`config.mk`:
```
export PLATFORM = sky130hd
export DESIGN_NAME = rotor_step_ctrl
export DESIGN_NICKNAME = d
export VERILOG_FILES = /design/src/rtl/rotor_step_ctrl.sv
export SDC_FILE = /design/constraint.sdc
export NUM_CORES = 1
export LEC_CHECK = 0
export CAP_MARGIN = 25
export CORE_MARGIN = 2
export CORE_UTILIZATION = 30
export CTS_BUF_LIST = sky130_fd_sc_hd__clkbuf_8
export CTS_CLUSTER_SIZE = 10
export DETAILED_ROUTE_END_ITERATION = 6
export GPL_ROUTABILITY_DRIVEN = 0
export GPL_TIMING_DRIVEN = 0
export PLACE_DENSITY = 0.64
export SLEW_MARGIN = 30
export SYNTH_ARGS = -nofsm -noshare
export SYNTH_HDL_FRONTEND = slang
export SYNTH_SLANG_ARGS = --single-unit
```
`constraint.sdc`:
```
create_clock -name clk -period 2.6 [get_ports clk]
set_clock_uncertainty 0.05 [all_clocks]
set_input_delay 0.65 -clock clk [delete_from_list [all_inputs] [get_ports clk]]
set_output_delay 0.65 -clock clk [all_outputs]
set_load 0.01 [all_outputs]
```
`src/rtl/rotor_step_ctrl.sv`:
```
// -----------------------------------------------------------------------------
// rotor_step_ctrl
//
// Stepping controller for the three-rotor scrambler. Accepts one keystroke at a
// time, advances the left/middle/right rotor positions with odometer stepping
// (notches plus the middle-rotor double step), drives the rotate offsets of the
// rotor datapath and then presents the keystroke once those offsets are stable.
//
// Sequence per keystroke: IDLE -> STEP -> SETTLE (SETTLE_CYC cycles, skipped
// when 0) -> EMIT -> IDLE, i.e. one key every 3+SETTLE_CYC cycles.
//
// Parameters
//   NOTCH_L     left-rotor notch position   (0..25)
//   NOTCH_M     middle-rotor notch position (0..25)
//   NOTCH_R     right-rotor notch position  (0..25)
//   SETTLE_CYC  idle cycles between step and emit (0..7)
//
// Ports
//   clk        in   1   system clock, rising edge
//   rst        in   1   synchronous active-high reset
//   load       in   1   load start positions (IDLE only, wins over a key)
//   load_l/m/r in   5   start positions; values >= 26 load as 0
//   key_valid  in   1   keystroke present
//   key_code   in   5   letter code 1..26; other codes are ignored
//   key_ready  out  1   high in IDLE; key taken on key_valid & key_ready
//   pos_l/m/r  out  5   rotate offsets (0..25) for the rotor datapath
//   enc_valid  out  1   one-cycle pulse, enc_code valid and pos_* stable
//   enc_code   out  5   accepted letter code (holds last value otherwise)
//   key_count  out  16  only with ROTOR_STEP_COUNT_EN defined: emitted-key
//                       count, wraps at 65535, cleared by an accepted load
//
// Optional feature macro: ROTOR_STEP_COUNT_EN
// -----------------------------------------------------------------------------
module rotor_step_ctrl #(
  parameter int unsigned NOTCH_L    = 16,
  parameter int unsigned NOTCH_M    = 4,
  parameter int unsigned NOTCH_R    = 21,
  parameter int unsigned SETTLE_CYC = 2
) (
  input  logic        clk,
  input  logic        rst,
  input  logic        load,
  input  logic [4:0]  load_l,
  input  logic [4:0]  load_m,
  input  logic [4:0]  load_r,
  input  logic        key_valid,
  input  logic [4:0]  key_code,
  output logic        key_ready,
  output logic [4:0]  pos_l,
  output logic [4:0]  pos_m,
  output logic [4:0]  pos_r,
  output logic        enc_valid,
  output logic [4:0]  enc_code
`ifdef ROTOR_STEP_COUNT_EN
  ,
  output logic [15:0] key_count
`endif
);

  // Rotor index map used by the per-rotor generate loop.
  localparam int unsigned ROT_R = 0;
  localparam int unsigned ROT_M = 1;
  localparam int unsigned ROT_L = 2;

  localparam logic [4:0] LP_NOTCH_M = 5'(NOTCH_M);
  localparam logic [4:0] LP_NOTCH_R = 5'(NOTCH_R);

  // The left notch would only drive a fourth rotor; it is kept as a parameter
  // so the rotor set stays described in one place.
  localparam logic [4:0] LP_NOTCH_L = 5'(NOTCH_L);

  // Last SETTLE count value. Unused (and harmlessly wrapped) when SETTLE_CYC=0
  // because SETTLE is never entered in that case.
  localparam logic [2:0] LP_SETTLE_LAST = 3'(SETTLE_CYC - 1);

  typedef enum logic [1:0] {
    ST_IDLE   = 2'd0,
    ST_STEP   = 2'd1,
    ST_SETTLE = 2'd2,
    ST_EMIT   = 2'd3
  } state_t;

  state_t      r_state;
  state_t      w_state_next;
  logic        w_load_accept;
  logic        w_key_accept;
  logic        w_code_ok;
  logic [2:0]  r_settle_cnt;
  logic [4:0]  r_enc_code;

  logic [4:0]  r_pos     [3];
  logic [4:0]  w_load_in [3];
  logic [4:0]  w_load_val[3];
  logic        w_adv     [3];

  // +1 modulo 26. Positions are always kept in 0..25, so >= covers 25.
  function automatic logic [4:0] f_inc26(input logic [4:0] p);
    return (p >= 5'd25) ? 5'd0 : p + 5'd1;
  endfunction

  // ---------------------------------------------------------------------------
  // Next-state / control decode
  // ---------------------------------------------------------------------------
  assign w_code_ok = (key_code != 5'd0) && (key_code <= 5'd26);

  always_comb begin
    w_state_next  = r_state;
    w_load_accept = 1'b0;
    w_key_accept  = 1'b0;
    unique case (r_state)
      ST_IDLE: begin
        // load has priority; a key presented in the same cycle is dropped.
        if (load) begin
          w_load_accept = 1'b1;
        end else if (key_valid && w_code_ok) begin
          w_key_accept = 1'b1;
          w_state_next = ST_STEP;
        end
      end
      ST_STEP: begin
        w_state_next = (SETTLE_CYC == 0) ? ST_EMIT : ST_SETTLE;
      end
      ST_SETTLE: begin
        if (r_settle_cnt == LP_SETTLE_LAST) begin
          w_state_next = ST_EMIT;
        end
      end
      ST_EMIT: begin
        w_state_next = ST_IDLE;
      end
      default: begin
        w_state_next = ST_IDLE;
      end
    endcase
  end

  // ---------------------------------------------------------------------------
  // State register, settle counter, latched letter
  // ---------------------------------------------------------------------------
  always_ff @(posedge clk) begin
    if (rst) begin
      r_state      <= ST_IDLE;
      r_settle_cnt <= 3'd0;
      r_enc_code   <= 5'd0;
    end else begin
      r_state <= w_state_next;
      // Counter restarts on every STEP so each SETTLE begins at zero.
      if (r_state == ST_SETTLE) begin
        r_settle_cnt <= r_settle_cnt + 3'd1;
      end else begin
        r_settle_cnt <= 3'd0;
      end
      if (w_key_accept) begin
        r_enc_code <= key_code;
      end
    end
  end

  // ---------------------------------------------------------------------------
  // Rotor positions
  // ---------------------------------------------------------------------------
  assign w_load_in[ROT_R] = load_r;
  assign w_load_in[ROT_M] = load_m;
  assign w_load_in[ROT_L] = load_l;

  // Notch tests all look at the pre-step positions. The middle rotor also
  // steps when it sits on its own notch: that is the double step, which
  // happens together with the left rotor's advance.
  assign w_adv[ROT_R] = 1'b1;
  assign w_adv[ROT_M] = (r_pos[ROT_R] == LP_NOTCH_R) || (r_pos[ROT_M] == LP_NOTCH_M);
  assign w_adv[ROT_L] = (r_pos[ROT_M] == LP_NOTCH_M);

  generate
    for (genvar gi = 0; gi < 3; gi++) begin : g_rotor
      // Out-of-range start positions are forced to 0.
      assign w_load_val[gi] = (w_load_in[gi] >= 5'd26) ? 5'd0 : w_load_in[gi];

      always_ff @(posedge clk) begin
        if (rst) begin
          r_pos[gi] <= 5'd0;
        end else if (w_load_accept) begin
          r_pos[gi] <= w_load_val[gi];
        end else if ((r_state == ST_STEP) && w_adv[gi]) begin
          r_pos[gi] <= f_inc26(r_pos[gi]);
        end
      end
    end
  endgenerate

  // ---------------------------------------------------------------------------
  // Optional emitted-key counter
  // ---------------------------------------------------------------------------
`ifdef ROTOR_STEP_COUNT_EN
  logic [15:0] r_key_count;

  always_ff @(posedge clk) begin
    if (rst) begin
      r_key_count <= 16'd0;
    end else if (w_load_accept) begin
      r_key_count <= 16'd0;
    end else if (r_state == ST_EMIT) begin
      r_key_count <= r_key_count + 16'd1;
    end
  end

  assign key_count = r_key_count;
`endif

  // ---------------------------------------------------------------------------
  // Outputs (all decoded from registers, so glitch-free toward the datapath)
  // ---------------------------------------------------------------------------
  assign key_ready = (r_state == ST_IDLE);
  assign enc_valid = (r_state == ST_EMIT);
  assign enc_code  = r_enc_code;
  assign pos_r     = r_pos[ROT_R];
  assign pos_m     = r_pos[ROT_M];
  assign pos_l     = r_pos[ROT_L];

  // Keeps the unused left-notch constant referenced without affecting logic.
  logic w_notch_l_unused;
  assign w_notch_l_unused = ^LP_NOTCH_L;

endmodule
```
==> run_1/clock_wires.png <==
Scale bar: 20 um.
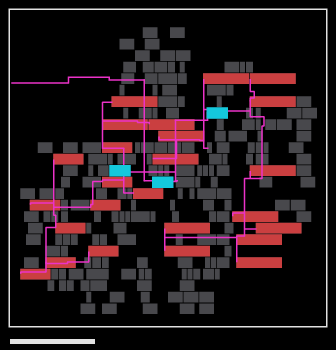
- clock-net drivers: cyan (count 3)
- flip-flops: red (count 25)
- clock wires: magenta (length 356 um)
- routed clock nets: 4

==> run_1/layers.png <==
Scale bar: 20 um. Only two layers are drawn.
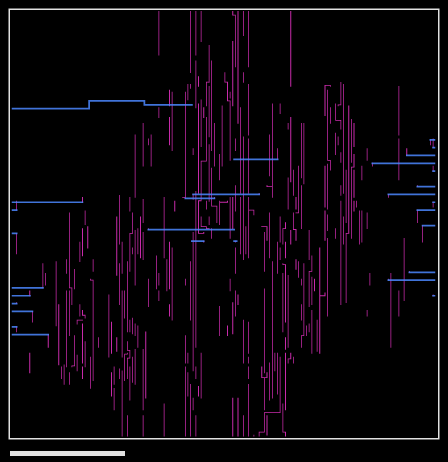
- M3: blue (wire length 153 um)
- M2: magenta (wire length 1680 um)

==> run_1/clock_nets.png <==
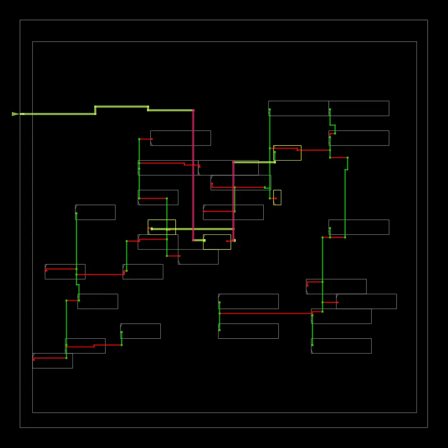
clock buffer count: 3
CTS buffer count: 3
Clock group: 231 uW
Worst-Skew Late Latency: 0.27 ns
Sink Count: 25

==> impl_metrics.toml, run 1 <==
# physical design summary
[outcome]
status = "finished clean"

[worst_setup_path]
start_kind = "input port"
crit_fanout = 10
rr_startpoint = "r_state[0]"
crit_required_ns = 2.56
critPathBufInv = 3
cp.arrival_ns = 2.29
r2r_slack_ns = 0.42
path_class = "input port to flop"
cp.depth = 6

[power]
power_leakage_uw = 0.000755
power_leader = "combinational logic"

[sta]
max_freq_ghz = 0.429
worst_slew_pin_slew_ns = 0.722
setup_tns_ns = 0
whs_ns = 0.412
setup_viol = 0
drv_slew = 0
hold_violations = 0

[run]
warnings = 35
maxCapViolations = 0

[detailed_routing]
num_vias = 1312
highest_layer = "met4"
drt_wl_total_um = 3420
ant_nets = 0
wl_met1_um = 1540
first_pass_iters = 4
via_per_inst = 4.84

[synthesis]
edf_count = 15
yosys.area.top_type_share_pct = 30.1
ys_seq_share_pct = 43.4
ys_sh_adder_pct = 11.7
aoi_share_pct = 20.5
ys_cells = 155
synthCells = 155
ys_sh_xor_pct = 5.26
synth.avg_cell_area_um2 = 9.67
top_area_cell = "edfxtp_1"
ys_warn_count = 0
dominantRegCellSynth = "edfxtp_1"
synth-async-reset-ratio_pct = 0
simple_gate_area_share_pct = 14.6

[grt]
grt_pass1_vias = 1223
use_met1_pct = 16.0
grt_max_degree = 14
grt_overflow_total = 0
grt-busiest-layer = "met2"

[cells_and_area]
lay_top_cells = "clkdlybuf4s50_1, edfxtp_1, inv_1, nand2_1, ha_1"
syn_to_final_growth_pct = 38.6
buffer_area_share_pct = 22.1
inverters = 13
fillCellCount = 475
comb_area_share_pct = 38.0
clockNetworkAreaShare_pct = 2.17
largest_reg_flops = 15

[placed_design]
pre_cts_ws_ns = -0.0171
placed_area_um2 = 2030
port_buffers = 45

[die]
tap_cells = 67
fp.dieW_um = 74.7
initial_core_util_pct = 31.3
core_area_um2 = 4790
die-area_um2 = 5580
rows = 25

[min_path]
hold_path_depth = 1
hp-class = "flop to flop"
hold_path_startpoint = "r_settle_cnt[0]"

[cts]
htreeDepth = 1
cts_tree = "yes"
post_cts_resize_count = 0
==> run_1/class_map.png <==
Fill, decap, tap and diode cells in grey.
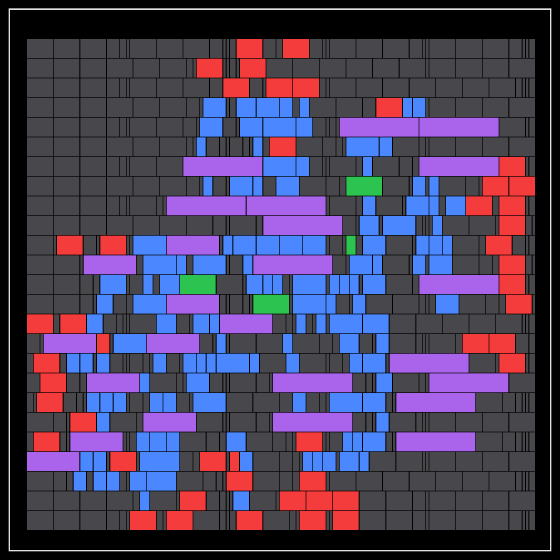

==> run 2: changes to the inputs <==
--- a/config.mk
+++ b/config.mk
@@ -6,7 +6,7 @@
 export NUM_CORES = 1
 export LEC_CHECK = 0
 export CAP_MARGIN = 25
-export CORE_MARGIN = 2
+export CORE_MARGIN = 4
 export CORE_UTILIZATION = 30
 export CTS_BUF_LIST = sky130_fd_sc_hd__clkbuf_8
 export CTS_CLUSTER_SIZE = 10
@@ -14,6 +14,7 @@
 export GPL_ROUTABILITY_DRIVEN = 0
 export GPL_TIMING_DRIVEN = 0
 export PLACE_DENSITY = 0.64
+export SKIP_CTS_REPAIR_TIMING = 1
 export SLEW_MARGIN = 30
 export SYNTH_ARGS = -nofsm -noshare
 export SYNTH_HDL_FRONTEND = slang
==> run_2/class_map.png <==
Fill, decap, tap and diode cells in grey.
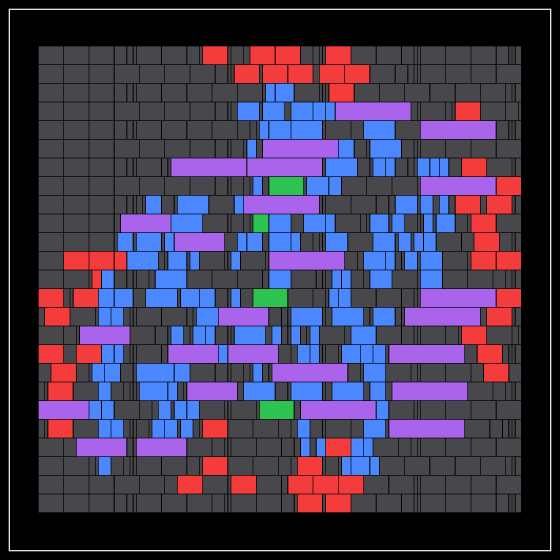
- remaining buffers and delay cells: red (cells 47; share of their area 23%)
- remaining logic cells: blue (cells 128; share of their area 42%)
- registers: purple (cells 25; share of their area 33%)
- clock drivers and dummy loads: green (cells 4; share of their area 2.4%)

==> run 2 against run 1 <==
  * Register-to-register slack lost 0.02 ns
  * Clock power grew 4%
  * Critical path depth is the same
  * Synthesized cell count is the same
  * Non-clock buffer count is the same
  * Global-route usage shrank 1.2 points
  * Final area grew 0.12%
  * Synthesized area is the same
  * Cell count is the same
  * Utilization grew 0.052 points
  * Flip-flop count is the same
  * Clock-buffer cell count is the same
  * Critical path type unchanged
==> impl_metrics.toml, run 2 <==
# physical design summary
[outcome]
status = "finished clean"

[grt]
grt_pass1_wl_um = 5800
grt_overflow_total = 0
use_met1_pct = 14.2
grt_pass1_vias = 1232
grt-busiest-layer = "met2"

[die]
initial_core_util_pct = 31.3
io_pins = 46
die-area_um2 = 6190
tap_cells = 67
core_area_um2 = 4790
fp.dieW_um = 78.7

[power]
power_leakage_uw = 0.000754
clk-power_uw = 240
power_leader = "combinational logic"

[cells_and_area]
top_register = "r_pos"
largest_reg_flops = 15
clockNetworkAreaShare_pct = 2.29
drive_gt1_share_pct = 4.90
syn_to_final_growth_pct = 38.8
clkbuf_count = 3
inverters = 13
comb_area_share_pct = 38.0
buffers = 47
buffer_area_share_pct = 22.1
lay_top_cells = "clkdlybuf4s50_1, edfxtp_1, nand2_1, ha_1, inv_1"

[synthesis]
yosys.area.top_type_share_pct = 30.1
dominantRegCellSynth = "edfxtp_1"
ys_seq_share_pct = 43.4
top_area_cell = "edfxtp_1"
synthCells = 155
simple_gate_area_share_pct = 14.6
synthMuxAreaShare_pct = 0.668
aoi_share_pct = 20.5
ys_sh_xor_pct = 5.26
edf_count = 15
synth-async-reset-ratio_pct = 0
ys_warn_count = 0
ys_top_logic_family = "AND-OR/OR-AND gates"
ys_sh_adder_pct = 11.7
ys_cells = 155

[detailed_routing]
drt_wl_total_um = 3480
highest_layer = "met4"
wl_met1_um = 1520
drc_errors = 0
ant_nets = 0
first_pass_iters = 4
num_vias = 1305
via_per_inst = 4.82

[worst_setup_path]
rr_startpoint = "r_state[0]"
worst_path_max_delay_cell = "clkdlybuf4s50_1"
path_class = "input port to flop"
start_kind = "input port"
cp.depth = 6
cp.arrival_ns = 2.25
critPathBufInv = 3
r2r_slack_ns = 0.40
crit_fanout = 10

[run]
maxCapViolations = 0
warnings = 35

[sta]
max_freq_ghz = 0.438
setup_tns_ns = 0
hold_violations = 0
whs_ns = 0.411
drv_slew = 0
worst_slew_pin_slew_ns = 0.719

[cts]
cts_buffers = 3
cts_tree = "yes"
clock-sinks = 25
insertion_delay_ns = 0.27

[min_path]
hold_path_startpoint = "r_settle_cnt[0]"
hp-class = "flop to flop"

[placed_design]
pre_cts_ws_ns = 0.0283
placed_area_um2 = 2030
==> run 3: changes to the inputs <==
--- a/config.mk
+++ b/config.mk
@@ -6,7 +6,6 @@
 export NUM_CORES = 1
 export LEC_CHECK = 0
 export CAP_MARGIN = 25
-export CORE_MARGIN = 4
 export CORE_UTILIZATION = 30
 export CTS_BUF_LIST = sky130_fd_sc_hd__clkbuf_8
 export CTS_CLUSTER_SIZE = 10
==> run_3/ff_map.png <==
Scale bar: 20 um. Other sequential cells in the stronger grey, the rest of the logic in the fainter grey.
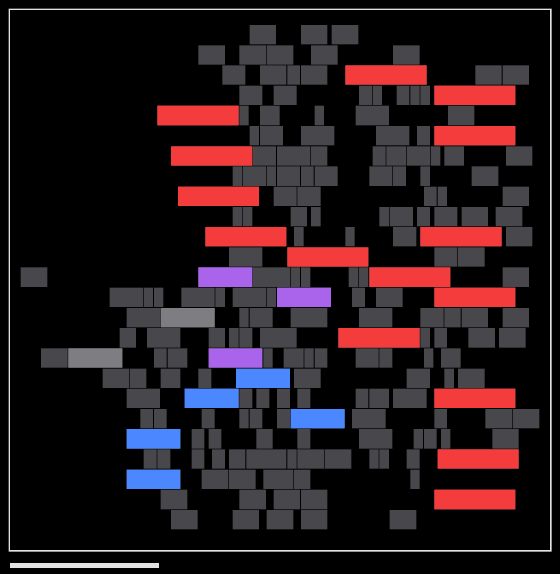
- `r_settle_cnt`: purple (placed flops 3)
- `enc_code`: blue (placed flops 5)
- `r_pos`: red (placed flops 15)
- not coloured: 2
flop share of the area: 31.3%
Reg area: 651 um2
Seq power: 668 uW
Core Util, Final: 43.7%

==> run 3 against run 2 <==
  * Final area down 0.12%
  * Via count down 0.77%
  * Die area fell by 15%
  * First-iteration DRC count decreased by 45%
  * Register-to-register slack better by 0.06 ns
  * Critical path type unchanged
  * Power shrank 1.2%
  * Wire length fell by 6.4%
  * Non-clock buffer count is the same
  * Cell count stayed put
  * Largest cell class unchanged
  * Combinational power hardly changed
  * Synthesized area unchanged
  * Highest routed layer unchanged
==> impl_metrics.toml, run 3 <==
# physical design summary
[synthesis]
simple_gate_area_share_pct = 14.6
ys_cells = 155
synth-async-reset-ratio_pct = 0
ys_warn_count = 0
ys_sh_xor_pct = 5.26
synthCells = 155
dominantRegCellSynth = "edfxtp_1"
ys_sh_adder_pct = 11.7
topCellsByArea = "edfxtp_1, dfxtp_1, ha_1, o21ai_0, nand2_1"
yosys.area.top_type_share_pct = 30.1
synthMuxAreaShare_pct = 0.668
ys_seq_share_pct = 43.4
edf_count = 15
ys_top_logic_family = "AND-OR/OR-AND gates"
aoi_share_pct = 20.5
top_area_cell = "edfxtp_1"

[worst_setup_path]
worst_path_max_delay_cell = "clkdlybuf4s50_1"
max_stage_delay_ns = 0.47
r2r_slack_ns = 0.46
cp.depth = 6
path_class = "input port to flop"
endpoint_kind = "flop"
critPathBufInv = 3
cp.arrival_ns = 2.23
start_kind = "input port"
crit_fanout = 10
rr_startpoint = "r_state[0]"

[detailed_routing]
via_per_inst = 4.78
wl_met1_um = 1520
wl_met2_um = 1580
drt_wl_total_um = 3260
ant_nets = 0
num_vias = 1295
highest_layer = "met4"
first_pass_iters = 4
drc_errors = 0

[placed_design]
dp_cells = 267
pre_cts_ws_ns = 0.0225
placed_area_um2 = 2030
hpwl_um = 2620

[min_path]
hold_path_startpoint = "r_settle_cnt[0]"
hp-class = "flop to flop"

[die]
io_pins = 46
tap_cells = 67
die-area_um2 = 5280
fp.dieW_um = 72.7
core_area_um2 = 4750
initial_core_util_pct = 31.5

[grt]
grt_pass1_vias = 1269
grt_max_degree = 14
grt_overflow_total = 0
use_met3_pct = 2.62
use_met1_pct = 15.2
use_met2_pct = 24.2
grt_pass1_wl_um = 5490
grt-busiest-layer = "met2"
grt_usage_pct = 12.9

[sta]
drv_slew = 0
hold_violations = 0
whs_ns = 0.417
finalCriticalPeriod_ns = 2.27
max_freq_ghz = 0.440
worst_slew_pin_slew_ns = 0.712
setup_tns_ns = 0

[power]
power_leakage_uw = 0.000755
power_leader = "combinational logic"
clk-power_uw = 224
swShare_pct = 36.6

[outcome]
status = "finished clean"

[cells_and_area]
nets = 243
clkbuf_count = 3
top_register = "r_pos"
comb_area_share_pct = 38.0
n_antenna_cell = 0
drive_gt1_share_pct = 4.41
buffers = 47
inverters = 13
syn_to_final_growth_pct = 38.6
largest_reg_flops = 15
buffer_area_share_pct = 22.1
clockNetworkAreaShare_pct = 2.17

[run]
warnings = 35
maxCapViolations = 0

[cts]
clock-sinks = 25
cts_buffers = 3
cts_tree = "yes"
insertion_delay_ns = 0.26
Power and IR drop assume default switching activity.
